<file path="src/rtl/uart_transmit.sv">
// UART transmitter: 1-entry holding buffer feeding an 8N1 LSB-first shifter, paced by b_en.
// Optional even parity bit (8E1) when UART_TX_PARITY_EN is defined.
module uart_transmit #(
    parameter int unsigned DATA_W     = 8,
    parameter int unsigned OVERSAMPLE = 16
) (
    input  logic              clk,
    input  logic              rst,
    input  logic              b_en,
    input  logic              i_iocs,
    input  logic              i_iorw,
    input  logic [DATA_W-1:0] i_data,
    output logic              o_tx,
    output logic              o_tbr,
    output logic              o_busy
);

    localparam int unsigned TICK_W = (OVERSAMPLE > 1) ? $clog2(OVERSAMPLE) : 1;
    localparam int unsigned BIT_W  = (DATA_W > 1) ? $clog2(DATA_W) : 1;

    localparam logic [2:0] IDLE   = 3'd0;
    localparam logic [2:0] START  = 3'd1;
    localparam logic [2:0] DATA   = 3'd2;
    localparam logic [2:0] STOP   = 3'd4;
`ifdef UART_TX_PARITY_EN
    localparam logic [2:0] PARITY = 3'd3;
`endif

    logic [2:0]        state, state_nxt;
    logic [TICK_W-1:0] tick, tick_nxt;
    logic [BIT_W-1:0]  bit_cnt, bit_nxt;
    logic [DATA_W-1:0] shift, shift_nxt;
    logic [DATA_W-1:0] hold, hold_nxt;
    logic              tx_nxt, tbr_nxt, busy_nxt;
    logic              load;
    logic              wr_c;
    logic              bit_end_c;
`ifdef UART_TX_PARITY_EN
    logic              parity, parity_nxt;
`endif

    // o_tbr doubles as the "holding buffer empty" flag
    assign wr_c      = i_iocs & ~i_iorw & o_tbr;
    assign bit_end_c = b_en && (tick == TICK_W'(OVERSAMPLE - 1));

    always_ff @(posedge clk) begin
        if (rst) begin
            state   <= IDLE;
            tick    <= '0;
            bit_cnt <= '0;
            shift   <= '0;
            hold    <= '0;
            o_tx    <= 1'b1;
            o_tbr   <= 1'b1;
            o_busy  <= 1'b0;
`ifdef UART_TX_PARITY_EN
            parity  <= 1'b0;
`endif
        end else begin
            state   <= state_nxt;
            tick    <= tick_nxt;
            bit_cnt <= bit_nxt;
            shift   <= shift_nxt;
            hold    <= hold_nxt;
            o_tx    <= tx_nxt;
            o_tbr   <= tbr_nxt;
            o_busy  <= busy_nxt;
`ifdef UART_TX_PARITY_EN
            parity  <= parity_nxt;
`endif
        end
    end

    always_comb begin
        state_nxt = state;
        tick_nxt  = tick;
        bit_nxt   = bit_cnt;
        shift_nxt = shift;
        hold_nxt  = hold;
        tx_nxt    = o_tx;
        tbr_nxt   = o_tbr;
        busy_nxt  = o_busy;
        load      = 1'b0;
`ifdef UART_TX_PARITY_EN
        parity_nxt = parity;
`endif

        if (wr_c) begin
            hold_nxt = i_data;
            tbr_nxt  = 1'b0;
        end

        if ((state != IDLE) && b_en) begin
            tick_nxt = bit_end_c ? '0 : tick + TICK_W'(1);
        end

        case (state)
            IDLE: begin
                if (!o_tbr) load = 1'b1;
            end
            START: begin
                if (bit_end_c) begin
                    state_nxt = DATA;
                    tx_nxt    = shift[0];
                    bit_nxt   = '0;
                end
            end
            DATA: begin
                if (bit_end_c) begin
                    shift_nxt = shift >> 1;
                    if (bit_cnt == BIT_W'(DATA_W - 1)) begin
`ifdef UART_TX_PARITY_EN
                        state_nxt = PARITY;
                        tx_nxt    = parity;
`else
                        state_nxt = STOP;
                        tx_nxt    = 1'b1;
`endif
                    end else begin
                        bit_nxt = bit_cnt + BIT_W'(1);
                        tx_nxt  = shift_nxt[0];
                    end
                end
            end
`ifdef UART_TX_PARITY_EN
            PARITY: begin
                if (bit_end_c) begin
                    state_nxt = STOP;
                    tx_nxt    = 1'b1;
                end
            end
`endif
            STOP: begin
                if (bit_end_c) begin
                    if (!o_tbr) begin
                        load = 1'b1;
                    end else begin
                        state_nxt = IDLE;
                        busy_nxt  = 1'b0;
                    end
                end
            end
            default: begin
                state_nxt = IDLE;
                tx_nxt    = 1'b1;
                busy_nxt  = 1'b0;
            end
        endcase

        // Buffer-to-shifter transfer; never coincides with an accepted write
        if (load) begin
            shift_nxt = hold;
            tbr_nxt   = 1'b1;
            state_nxt = START;
            tx_nxt    = 1'b0;
            busy_nxt  = 1'b1;
            tick_nxt  = '0;
`ifdef UART_TX_PARITY_EN
            parity_nxt = ^hold;
`endif
        end
    end

endmodule
</file>
<file path="config.mk">
export PLATFORM = sky130hd
export DESIGN_NAME = uart_transmit
export DESIGN_NICKNAME = d
export VERILOG_FILES = /design/src/rtl/uart_transmit.sv
export SDC_FILE = /design/constraint.sdc
export NUM_CORES = 1
export LEC_CHECK = 0
export ABC_AREA = 1
export CORE_ASPECT_RATIO = 1.75
export CORE_MARGIN = 2
export CORE_UTILIZATION = 35
export DETAILED_ROUTE_END_ITERATION = 8
export SYNTH_ARGS = -nofsm -noshare
export SYNTH_HDL_FRONTEND = slang
export SYNTH_SLANG_ARGS = --single-unit
</file>
<file path="constraint.sdc">
create_clock -name clk -period 3.27 [get_ports clk]
set_clock_uncertainty 0.1 [all_clocks]
set_input_delay 0.654 -clock clk [delete_from_list [all_inputs] [get_ports clk]]
set_output_delay 0.654 -clock clk [all_outputs]
set_load 0.02 [all_outputs]
</file>
run_1/final_congestion.png
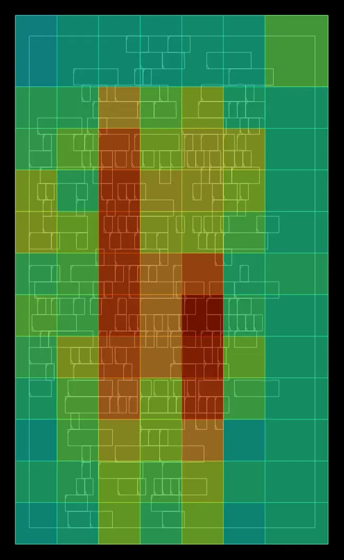
met2 Use GR: 0.293
GRT Total Usage: 0.154

run_1/gate_families.png
Bar = 20 um.
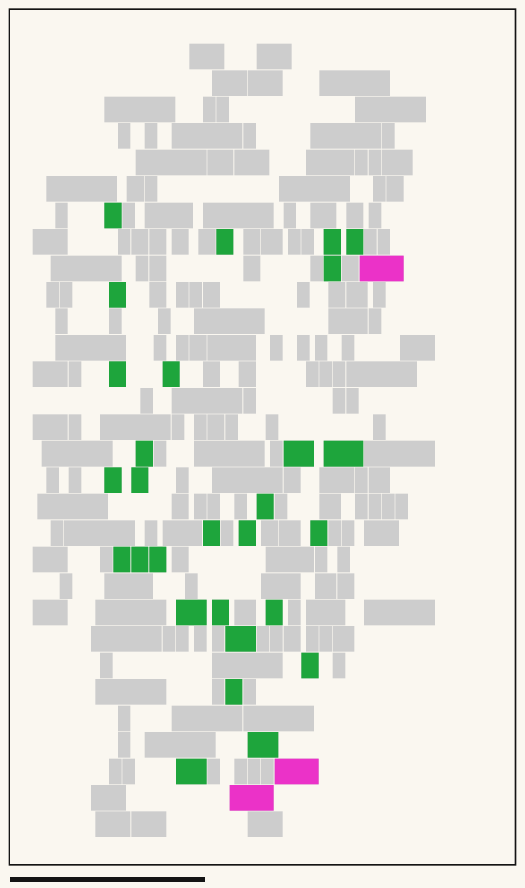
| family | color | cells |
|---|---|---|
| adder and majority cells | magenta | 3 |
| inverting AOI/OAI gates | green | 28 |

==> results.tsv, run 1 <==
stage	metric	value	unit
status	status	completed	
floorplan	chip area	4550	um^2
global_routing	initial antenna violation count	0	
cts	Clock transition at path regs	0.06	ns
synth	Seq share, synth	0.414	
cts	H-tree levels	2	
cells_and_area	synthesis-to-finish area growth	19.9	%
floorplan	Site Rows	30	
cts	post-CTS sizing	0	
global_routing	vias in the first global route	1278	
detailed_routing	total number of vias	1260	
floorplan	# IOs	16	
setup_path	buffers and inverters on the worst path	1	
pwr	VDD IR max	0.289	mV
synth	cell count after synthesis	196	
synth	post-synthesis cell area	1400	um^2
hold_path	hold path cells	2	
cts	Root Driver	clkbuf_8	
detailed_routing	DR vias/cell	4.75	
setup_path	CP max stage delay	0.62	ns
cts	# hold bufs at CTS	0	
cts	CTS Buffer Depth	2	
global_routing	first-pass GRT wire length	5220	um
sta	final setup margin	1.26	ns
run_1/cell_classes.png
Bar = 20 um.
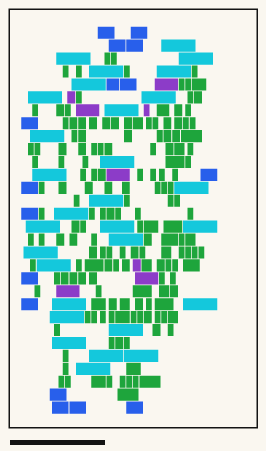
| class | color | cells |
|---|---|---|
| other buffers and delay cells | blue | 16 |
| clock drivers and dummy loads | purple | 8 |
| all other logic | green | 164 |
| flops | cyan | 29 |

run_1/registers.png
Bar = 20 um.
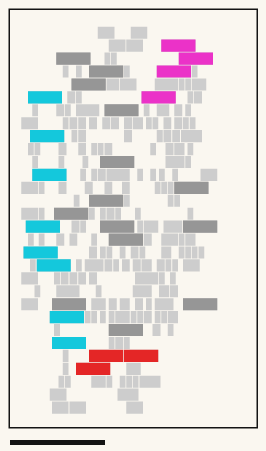
| signal | color | sequential cells |
|---|---|---|
| `tick` | magenta | 4 |
| `bit_cnt` | red | 3 |
| `hold` | cyan | 8 |

run 1: registers in the layout (all words and copies together), names as in the netlist:
register and count:
tick 4, o_tx 1, hold 8, shift 8
state 3, o_tbr 1, o_busy 1, bit_cnt 3
run 1: cells in the mapped netlist, drive strengths merged:
cell type  count  area share
a21oi         13       0.060
and2           1      0.0045
buf            3       0.015
dfxtp         29        0.41
ha             3       0.027
inv           24       0.064
nand2         52        0.17
nand3         22       0.086
nand4          1      0.0045
nor2          29       0.083
nor3           2      0.0071
nor3b          1      0.0054
o21ai         14       0.050
o21bai         1      0.0080
xnor2          1      0.0062
run 1: routing by layer:
metal,part of all wire,vias up,GRT usage
li1,-,660,-
met4,0.029,0,0.0813
met3,0.033,8,0.0324
met2,0.56,18,0.293
met1,0.38,574,0.146
met5,0,-,0
run 1: power by group:
| part | internal (W) | switching (W) |
|---|---|---|
| sequential | 0.000394 | 0.0000404 |
| combinational | 0.000125 | 0.000217 |
| clock | 0.000147 | 0.000132 |
run 1: how the worst max path moves through the flow:
stage / slack [ns] / end
floorplan: 1.71 / shift[2]
global placement: 1.00 / o_tbr
detailed placement: 0.97 / o_tbr
CTS: 1.24 / o_busy
global route: 1.14 / o_tbr
finish: 1.26 / o_busy
run 1: cell families (layout without fill, tap and decap cells):
kind of cell             after synthesis  after routing  synth area share
AND/OR/NAND/NOR                      108            108             0.356
flip-flops                            29             29             0.414
AND-OR/OR-AND                         28             28             0.118
buffers and inverters                 27             48            0.0794
adder cells (fa/ha/maj)                3              3            0.0268
XOR/XNOR                               1              1           0.00625
run 1: metrics by stage:
stage	power, W	std cells	cell area [um^2]	hold slack (ns)
floorplan	0.000693	196	1400	0.341
global placement	0.000790	257	1600	0.359
detailed placement	0.000784	257	1600	0.358
CTS	0.00107	265	1680	0.370
global route	0.00114	265	1680	0.398
finish	0.00106	265	1680	0.369
run 1: cell usage in the layout (no fill, tap or decap), drive strengths merged:
cell type / count
a21oi: 13
and2: 1
buf: 1
clkbuf: 6
clkdlybuf4s50: 15
clkinv: 2
dfxtp: 29
ha: 3
inv: 24
nand2: 52
nand3: 22
nand4: 1
nor2: 29
nor3: 2
nor3b: 1
o21ai: 14
o21bai: 1
xnor2: 1
run 1: area by class of cell:
type | instances | area share
Timing Repair Buffer | 16 | 0.0938
Multi-Input combinational cell | 140 | 0.423
Sequential cell | 29 | 0.345
Tap cell | 48 | 0.0357
Inverter | 24 | 0.0536
Clock buffer | 6 | 0.0432
Clock inverter | 2 | 0.00595
run_1/drive_strength.png
Bar = 20 um.
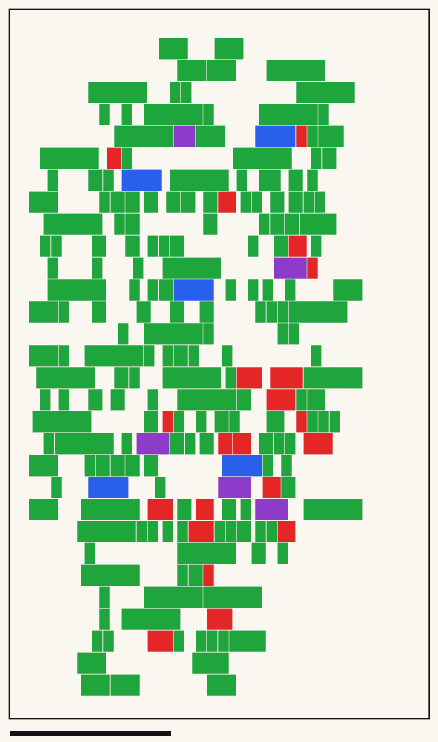

--- run 2 (diff from run 1) ---
==> constraint.sdc (replaced) <==
create_clock -name clk -period 1.65 [get_ports clk]
set_clock_uncertainty 0.1 [all_clocks]
set_input_delay 0.33 -clock clk [delete_from_list [all_inputs] [get_ports clk]]
set_output_delay 0.33 -clock clk [all_outputs]
set_load 0.02 [all_outputs]
run_2/drive_strength.png
Bar = 20 um.
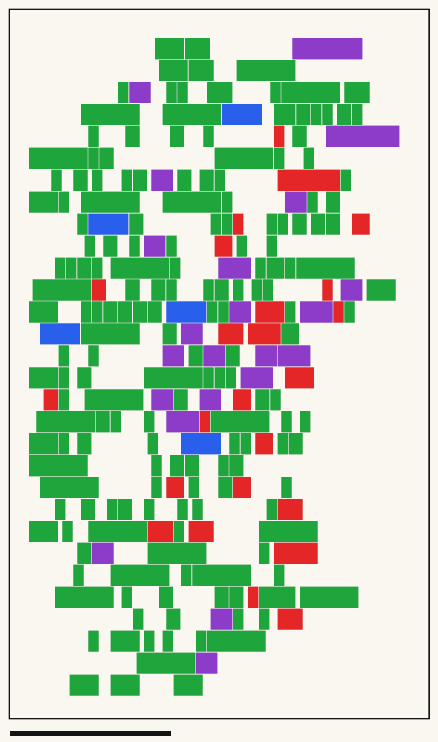
| size | color | cells |
|---|---|---|
| drive 2 | red | 24 |
| drive 1 or less | green | 180 |
| drive 3 to 4 | purple | 22 |
| drive 6 and up | blue | 5 |

==> run 2 against run 1 <==
Total power grew 110%. Critical path depth grew 9. First-iteration DRC count is 32% lower. Non-clock buffer count rose by 14.
==> results.tsv, run 2 <==
stage	metric	value	unit	change
status	status	completed		
synth	Dominant flop cell	dfxtp_1		
synth	Async SR Flop Fraction	0		unchanged
floorplan	chip area	4550	um^2	unchanged
pwr	Sw Share	0.371		+0.00163
cts	Root Driver	clkbuf_8		
pwr	clock share of power	0.253		-0.012
cells_and_area	layout cells sized above 1	0.221		
detailed_routing	initial drt markers	13		
pwr	logic gate share of total power	0.343		+0.020
synth	Dominant cell area share	0.414		unchanged
pwr	Int Pwr	0.00137	W	+110%
synth	count leader, synth	nand2_1		
detailed_routing	DR vias/cell	4.76		about the same
cts	H-tree levels	2		unchanged
synth	top cells by count	nand2_1 (43), dfxtp_1 (29), nor2_1 (28)		
cts	Clock transition at path regs	0.07	ns	about the same
floorplan	# IOs	16		unchanged
synth	number of synthesized flops with an enable pin	0		unchanged
global_routing	first-pass GRT wire length	5460	um	+4.8%
global_routing	GRT Total Usage	0.162		+0.00811
cells_and_area	Commonest Layout Cell	nand2_1		
pwr	VDD IR max	0.933	mV	+220%
pwr	P_sw	0.000807	W	+110%
hold_path	HP Class	flop to flop		
synth	Synth area leaders	dfxtp_1 (41%), nand2_1 (12%), nor2_1 (7.5%)		
cells_and_area	most frequent logic cells in the routed design	nand2_1 (43), nor2_1 (27), dfxtp_1 (27), nand3_1 (20), inv_1 (18)		
synth	leading area contributor after synthesis	dfxtp_1		
synth	yosys stat cell total	196		
global_routing	initial antenna violation count	0		unchanged
synth	Seq share, synth	0.414		unchanged
cells_and_area	Largest regs	hold x8, shift x8, tick x4		
detailed_routing	total number of vias	1327		+5.3%
cts	# hold bufs at CTS	0		unchanged
pwr	Seq pwr share	0.404		-0.008
global_routing	vias in the first global route	1284		+0.47%
cells_and_area	ANT cells	0		
cts	CTS Buffer Depth	2		unchanged
floorplan	Site Rows	30		unchanged
placed_design	Placed Cells incl. Taps	268		+4.3%
cells_and_area	synthesis-to-finish area growth	29.1	%	
sta	hold_ws	0.362	ns	-0.00714 ns
global_routing	grt total ovfl	0		
synth	post-synthesis cell area	1400	um^2	unchanged
synth	cell count after synthesis	196		unchanged
## run 2: cells by family after synthesis
logic type / share of synthesized area
compound gates: 0.118
fa+ha+maj: 0.0268
flops: 0.414
buf+inv: 0.0794
xor+xnor: 0.00625
simple gates: 0.356
## run 2: critical path, cell delays in order
cell and delay (ns):
clkdlybuf4s50_1 0.48, nand2_1 0.06, inv_2 0.06, nand2_4 0.09
nand2_4 0.09, nand2_4 0.09, buf_4 0.17, buf_4 0.13
o21ai_1 0.10, nor2_1 0.05
## run 2: area by class of cell
class,instances,area [um^2]
inverter,24,90.1
timing repair buffer,30,259
tap,48,60.1
multi-input combinational,140,733
clock inverter,2,10.0
sequential,29,586
fill,411,2060
clock buffer,6,72.6
## run 2: path summary, 6_finish.rpt
kind / from / endpoint / depth (start not counted)
worst max-delay path: b_en / shift[2] / 10
worst min-delay path: hold[7] / shift[7] / 2
worst max register to register: tick[0] / shift[2] / 10
worst min register to register: hold[7] / shift[7] / 2
## run 2: through the flow
step / setup slack [ns] / power, W / cell area, um^2
after floorplan: 0.206 / 0.00137 / 1400
after global placement: -0.153 / 0.00160 / 1680
after detailed placement: -0.169 / 0.00160 / 1680
after CTS: 0.0618 / 0.00215 / 1760
after global routing: -0.00553 / 0.00234 / 1810
final: 0.0672 / 0.00218 / 1810
## run 2: layer usage
layer / routed length, um / vias up / GRT usage / part of all wire
met1: 1260 / 610 / 0.158 / 0.38
met3: 79 / 8 / 0.0290 / 0.024
met5: 0 / - / 0 / 0
met2: 1860 / 21 / 0.299 / 0.57
li1: - / 688 / - / -
met4: 85 / 0 / 0.105 / 0.026
## run 2: power groups by stage
| stage | clock [W] | combinational [W] | sequential [W] |
|---|---|---|---|
| floorplan | 0 | 0.000500 | 0.000873 |
| global placement | 0 | 0.000718 | 0.000879 |
| detailed placement | 0 | 0.000720 | 0.000879 |
| CTS | 0.000572 | 0.000714 | 0.000862 |
| global route | 0.000601 | 0.000855 | 0.000888 |
| finish | 0.000551 | 0.000746 | 0.000880 |
## run 2: repair_timing
item	4_1_cts	5_1_grt
setup endpoints to repair	4	17
pin swaps	0	2
resized	4	11
buffers inserted	0	3
run_2/registers.png
Bar = 20 um.
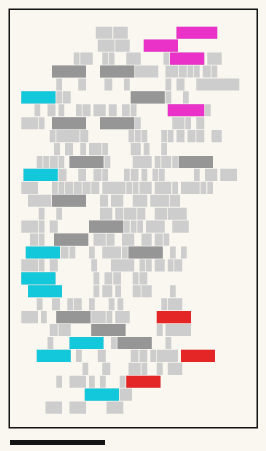

--- run 3 (diff from run 2) ---
--- a/config.mk
+++ b/config.mk
@@ -6,9 +6,10 @@
 export NUM_CORES = 1
 export LEC_CHECK = 0
 export ABC_AREA = 1
-export CORE_ASPECT_RATIO = 1.75
+export CORE_ASPECT_RATIO = 2
 export CORE_MARGIN = 2
 export CORE_UTILIZATION = 35
+export CTS_BUF_LIST = sky130_fd_sc_hd__clkbuf_4 sky130_fd_sc_hd__clkbuf_8 sky130_fd_sc_hd__clkbuf_16
 export DETAILED_ROUTE_END_ITERATION = 8
 export SYNTH_ARGS = -nofsm -noshare
 export SYNTH_HDL_FRONTEND = slang
run_3/registers.png
Bar = 10 um.
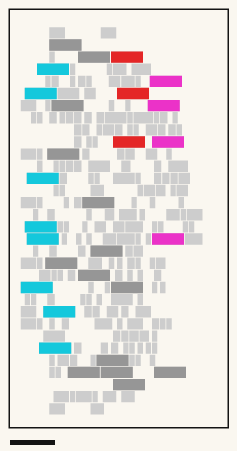
| signal | color | sequential cells |
|---|---|---|
| `tick` | magenta | 4 |
| `hold` | cyan | 8 |
| `bit_cnt` | red | 3 |
not colored: 14
register area: 581 um^2
sequential power: 0.000855 W
Util after Layout: 0.459
Seq area share: 0.329

==> run 3 against run 2 <==
Critical endpoint is now tick[2]. Sequential share of layout area grew 0.57 points. Critical path type is now flop to flop. Combinational power shrank 3.2%. Count of clock-buffer cells in the layout grew 1. Largest cell class unchanged. Synthesized area is the same. Global-route usage shrank 0.68 points.
==> results.tsv, run 3 <==
stage	metric	value	unit	change
global_routing	vias in the first global route	1285		+0.078%
setup_path	kind of cell adding the most delay to the critical path	simple AND/OR/NAND/NOR gates		
setup_path	Worst Setup SP	tick[1]		
synth	Async SR Flop Fraction	0		unchanged
setup_path	R2R Path End	tick[2]		
placed_design	area post-placement	1680	um^2	-0.22%
floorplan	chip area	4560	um^2	+0.23%
synth	top cells by count	nand2_1 (43), dfxtp_1 (29), nor2_1 (28)		
cells_and_area	most frequent logic cells in the routed design	nand2_1 (43), dfxtp_1 (29), nor2_1 (28), nand3_1 (20), inv_1 (18)		
cells_and_area	layout cells sized above 1	0.186		-0.0349
setup_path	CP max stage delay	0.33	ns	-0.15 ns
detailed_routing	total number of vias	1294		-2.5%
floorplan	# IOs	16		unchanged
cts	Root Driver	clkbuf_8		
status	status	completed		
setup_path	Setup crit end	tick[2]		
global_routing	GRT Total Usage	0.155		-0.00683
synth	Synth area leaders	dfxtp_1 (41%), nand2_1 (12%), nor2_1 (7.5%)		
synth	count leader, synth	nand2_1		
sta	hold_ws	0.367	ns	+0.00519 ns
run 3: through the flow:
stage,util,cells,power [W]
3_5_place_dp,0.437,270,0.00161
3_3_place_gp,0.437,270,0.00161
6_report,0.459,277,0.00218
5_1_grt,0.459,277,0.00234
4_1_cts,0.459,277,0.00220
2_1_floorplan,-,196,0.00137
run 3: cell type report:
type | instances | area [um^2] | share of cell area
clock buffers | 7 | 90.1 | 0.0511
inverters | 24 | 90.1 | 0.0511
multi-input cells | 140 | 711 | 0.403
flip-flops and latches | 29 | 581 | 0.329
well taps | 51 | 63.8 | 0.0362
repair buffers | 26 | 229 | 0.130
run 3: what timing repair did:
action | in CTS | in global routing
buffers inserted | 0 | 0
endpoints found under the setup margin | 3 | 6
resized | 3 | 2
hold endpoints to repair | 0 | 0
run 3: power breakdown:
part	switching (W)	internal [W]
logic	0.000442	0.000280
registers	0.0000733	0.000782
clock network	0.000256	0.000346
total	0.000772	0.00141
run 3: cell families (layout without fill, tap and decap cells):
kind of cell	after synthesis	in the layout	share of synthesized area
compound gates	28	28	0.118
xor+xnor	1	1	0.00625
fa+ha+maj	3	3	0.0268
buf+inv	27	57	0.0794
flops	29	29	0.414
simple gates	108	108	0.356
run 3: metal layers:
layer  track usage  vias to the layer above  wire, um
li1              -                      680         -
met1         0.118                      589      1070
met2         0.323                       17      1860
met3        0.0351                        8        81
met4         0.100                        0        95
met5             0                        -         0
run 3: worst min-delay path by stage:
stage	startpoint	end	cells past startpoint	slack (ns)
after floorplan	shift[7]	shift[7]	2	0.34
after global placement	shift[7]	shift[7]	2	0.35
after detailed placement	shift[7]	shift[7]	2	0.37
after CTS	shift[7]	shift[7]	2	0.38
after global routing	shift[0]	shift[0]	2	0.39
final	hold[7]	shift[7]	2	0.37
run 3: worst min-delay path, cell delays in order (launching register included):
cell and delay (ns):
dfxtp_1 0.31, nand2_1 0.06, a21oi_1 0.06
Power is estimated from default activity; no workload was simulated.
